Design dual_issue_scoreboard_flat, sky130hd; sources not shown.
Figure 1. Routed clock nets over the placement.
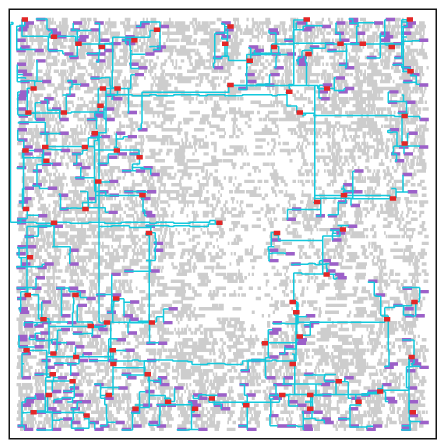
legend:
  flip-flops:
    color: purple
    count: 424
  cells driving clock nets:
    color: red
    count: 89
  clock wires:
    color: cyan
    length: 8580 um
routed clock nets: 90
fraction of power consumed by the clock network: 0.418
power attributed to the clock group: 1160 uW
Clock Latency Late Sink: 0.88 ns

Figure 2. Placed standard cells.
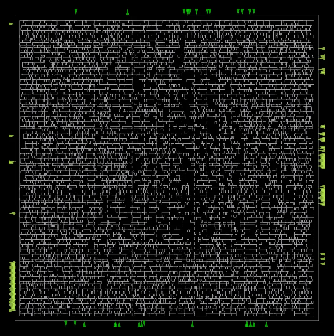
sequential cell count of the final layout: 424
Util after Layout: 0.5424
number of placement rows: 120

Figure 3. Zoomed window.
The bar under the picture is 10 um long. Region (156, 89) to (181, 114) um. Cells in gray, sequential cells in the stronger gray; small squares are vias.
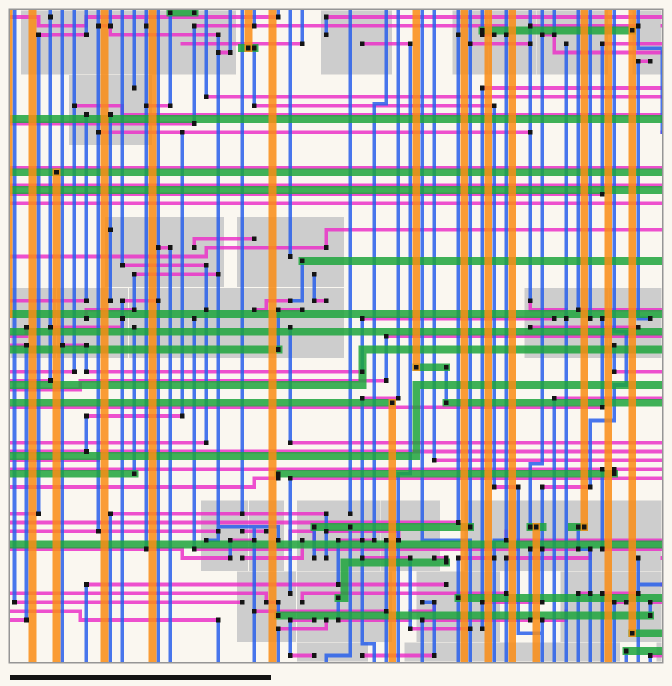
legend:
  met2:
    color: blue
  met4:
    color: orange
  met1:
    color: magenta
  met3:
    color: green
cells with their middle in the window: 21
most frequent: mux4_2 (3)
sequential cells in the window: 0

Figure 4. Routed metal per tile.
34 x 34 tiles, from black (low) to pale yellow (high), scaled to the fullest tile. Values are wire area over tile area, all layers added.
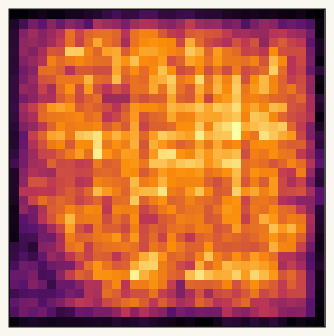
tiles over half the peak: 66%
nearly empty tiles: 0.90%
fullest tile: 0.99
total vias in the final route: 60520
Detailed Route WL: 324400 um
global-route usage over all layers: 0.5685
post-DR wirelength/cell: 41.74 um

==> run notes <==
Status of the implementation.

- The flow ran to the end, and the final reports show no timing, DRC or antenna violations.
- After synthesis, the cell types taking the most area are sky130_fd_sc_hd__dfxtp_1, sky130_fd_sc_hd__mux4_2, sky130_fd_sc_hd__mux2i_1.
- The root buffer cell is sky130_fd_sc_hd__clkbuf_8, for reference.
- The number of different library cells used by synthesis comes to 88.
- The number of enable flip-flop cells is 0, for reference.
- The slowest stage of the critical path is the sky130_fd_sc_hd__a211oi_1 cell.
- The worst-case reg-to-reg path depth is 38, for reference.
- The global-route wire length before repair is 440900 um, for reference.
- The tool warning count is 163, for reference.
- STA classifies the critical path startpoint as an input port.
- The library cells used most frequently in the layout, excluding fill and tap cells, are sky130_fd_sc_hd__nor2_1, sky130_fd_sc_hd__inv_1, sky130_fd_sc_hd__dfxtp_1, sky130_fd_sc_hd__mux2i_1, sky130_fd_sc_hd__mux4_2.
- The clock transition at the registers of the reported paths is 0.06 ns, for reference.
- The filler cell count in the final layout is 10030, for reference.
- The worst setup slack after placement is 0.7330 ns, for reference.
- The worst path in the final design needs a cycle of 16.98 ns, including I/O delays and setup.
- Measured along the y axis, the die boundary spans 338 um.
- Entering global routing, the biggest net connects 162 pins.
- Setup repair after global routing left no endpoint under its margin.
- According to the floorplan report, the die width is 336 um.
- From synthesis to final layout, the design area changed by 9.282%.
- The global route total overflow is 0, for reference.
- The max-cap violation count is 0, for reference.
- The number of nets produced by synthesis is 6828, for reference.
- The worst-case register-to-register setup slack is 4.35 ns, for reference.
- TritonCTS reports the number of clock sinks as 424.
- Post-route period utilization is reported as 0.9354.
- The script logs the ratio of routed vias to standard cells as 7.787.
- The worst setup path is captured at a flop.
- For this configuration, the core starts out at a cell density of 0.4963.
- For the final routed database, the setup TNS stands at 0 ns.
- The post-synth design cell area is 52760 um^2, for reference.
- The most numerous cell type found on the critical path is sky130_fd_sc_hd__fa_1.
- The maximum level of the CTS H-tree is 3, for reference.
- For this run, the slowest stage of the critical path takes 1.00 ns.
- The half-perimeter wire length of the detailed placement result is 237600 um, for reference.
- For this run, the register share of the synthesized area comes to 0.1609.
- The number of buffers created by CTS is 89, for reference.
- Looking at the critical path, the highest net fanout was 57.
- The buffer levels on the longest clock path is 3, for reference.
- The cell resize tally after clock tree synthesis is 0, for reference.
- In this run the worst hold path is classified as reg -> reg.
- Per the OpenROAD power report, leakage power amounts to 0.02368 uW.
- Per the gpl log, the routability congestion estimate is 1.168.
- Per the post-route antenna check, the number of violating nets is 0.
- The number of buffer and inverter instances along the worst setup path is 6, for reference.
- The required time reported for the critical path endpoint is 18.65 ns, for reference.
- The worst-case max-slew headroom was logged as 0.1128.
- In the post-route analysis, the smallest setup slack over all paths is 1.172 ns.
- After synthesis, the chip area reported by Yosys is 52760 um^2.
- The initial DRC count is 11060, for reference.
- The initial antenna violation count is 43.
- After synthesis the netlist holds a flip-flop and latch count of 424.
- The primary flip-flop cell chosen by synthesis mapping is sky130_fd_sc_hd__dfxtp_1, for reference.
- The TritonCTS clock tree is built, for reference.
- The net count of the finished layout is 6712.
- In this run the post-CTS setup repair buffer count came out at 0.
- The flip-flop count of the largest register, all copies and words added is 384, for reference.
- The most frequent standard cell in the layout excluding fill and tap cells is sky130_fd_sc_hd__nor2_1, for reference.
- Among cell families on the critical path, the largest total delay comes from adder cells.
- In the Yosys report the total cell count is 6351.
- The worst hold path was traced through 2 stages.
- The data arrival at the endpoint of the critical path is 17.48 ns, for reference.
- The largest total area in the synthesized netlist belongs to sky130_fd_sc_hd__dfxtp_1.
- Leaving out buffers and inverters, the combinational logic in the layout accounts for 40000 um^2.
- The total of endpoints with negative setup slack in the final report is 0, for reference.
- The post-cts hold-fix buffer tally is 0, for reference.
- In the setup report, the worst path falls into the class in -> reg.
- The final max-slew violation count is 0, for reference.
- The yosys synthesis warning count is 0, for reference.
- The area share of the leading cell type in the synthesized netlist is 0.1609, for reference.
- Walking the critical path from launch to capture passes 39 cell instances.
- The area inside the core boundary is 106300 um^2, for reference.
- The post-synthesis average cell area is 8.307 um^2, for reference.
- The die area is 113600 um^2, for reference.
- The synthesis report gives the async set-or-reset register share as 0.
- Per the final timing report, the hold violations number 0.
- The count of TritonRoute iterations in the first routing pass is 8, for reference.
- The count of buffers inserted at the top-level ports is 117, for reference.
- The number of global-route vias before repair is 55280, for reference.
- The register cell area after layout is 8488 um^2, for reference.
-- through the flow --
stage	std cells	power (uW)	util	instance area, um^2	hold WS (ns)
3_3_place_gp	7547	1579	0.5223	55530	0.2647
3_5_place_dp	7547	1579	0.5225	55540	0.2784
5_1_grt	7757	2803	0.5420	57620	0.3250
2_1_floorplan	6351	1280	-	52760	0.3486
4_1_cts	7705	2713	0.5404	57440	0.2899
6_report	7772	2779	0.5424	57650	0.2868
-- tightest hold or removal path, delay by kind of cell (launching register included) --
family / cells / cell delay [ns]
flip-flops: 1 / 0.32
multiplexers: 1 / 0.06
AND/OR/NAND/NOR: 1 / 0.06
-- kinds of logic (layout without fill, tap and decap cells) --
kind of cell    Yosys count  after routing  synth area share
flops                   424            424            0.1609
xor+xnor                101            101           0.01677
other cells               0             67                 0
buf+inv                1168           1119           0.08581
fa+ha+maj               402            402            0.1117
simple gates           1915           1915            0.1774
compound gates         1554           1554            0.2121
mux                     787            787            0.2353
-- Yosys cell counts, types with 31 or more instances --
library cell                 n
sky130_fd_sc_hd__nor2_1    671
sky130_fd_sc_hd__inv_1     567
sky130_fd_sc_hd__clkbuf_1  429
sky130_fd_sc_hd__dfxtp_1   424
sky130_fd_sc_hd__mux2i_1   410
sky130_fd_sc_hd__mux4_2    361
sky130_fd_sc_hd__nor3_1    314
sky130_fd_sc_hd__ha_1      287
sky130_fd_sc_hd__nand2_1   281
sky130_fd_sc_hd__o21ai_0   269
sky130_fd_sc_hd__a21oi_1   266
sky130_fd_sc_hd__o311a_1   206
sky130_fd_sc_hd__nand4_1   157
sky130_fd_sc_hd__a21o_1    151
sky130_fd_sc_hd__fa_1      115
sky130_fd_sc_hd__nand3_1    95
sky130_fd_sc_hd__a31oi_1    78
sky130_fd_sc_hd__buf_2      78
sky130_fd_sc_hd__a211oi_1   77
sky130_fd_sc_hd__xnor2_1    76
sky130_fd_sc_hd__buf_1      71
sky130_fd_sc_hd__nand2b_1   66
sky130_fd_sc_hd__o211ai_1   66
sky130_fd_sc_hd__nor4_1     61
sky130_fd_sc_hd__or3_1      61
sky130_fd_sc_hd__o31ai_1    58
sky130_fd_sc_hd__o211a_1    45
sky130_fd_sc_hd__o41ai_1    42
sky130_fd_sc_hd__a311oi_1   39
sky130_fd_sc_hd__and3_1     33
sky130_fd_sc_hd__and4_1     32
sky130_fd_sc_hd__a22oi_1    31
sky130_fd_sc_hd__nor2b_1    31
-- where the power goes --
| part | internal (uW) | switching, uW | total, uW |
|---|---|---|---|
| registers | 935 | 6.81 | 941 |
| logic | 166 | 510 | 676 |
| clock network | 624 | 537 | 1160 |
-- layout make-up --
class	instances	area share
multi-input cells	4759	0.6938
clock buffers	115	0.02745
repair buffers	381	0.05486
clock inverters	43	0.005556
diodes	67	0.002908
inverters	580	0.03776
well taps	1403	0.03045
flip-flops and latches	424	0.1472
-- per-layer routing --
metal  wire length, um  vias to the layer above  track usage
li1                  -                    23610            -
met3             59370                     1742       0.3099
met1            111300                    29150       0.6619
met2            120100                     6022       0.7245
met4             33690                        0       0.4224
met5                 0                        -            -
Power and IR drop assume default switching activity.
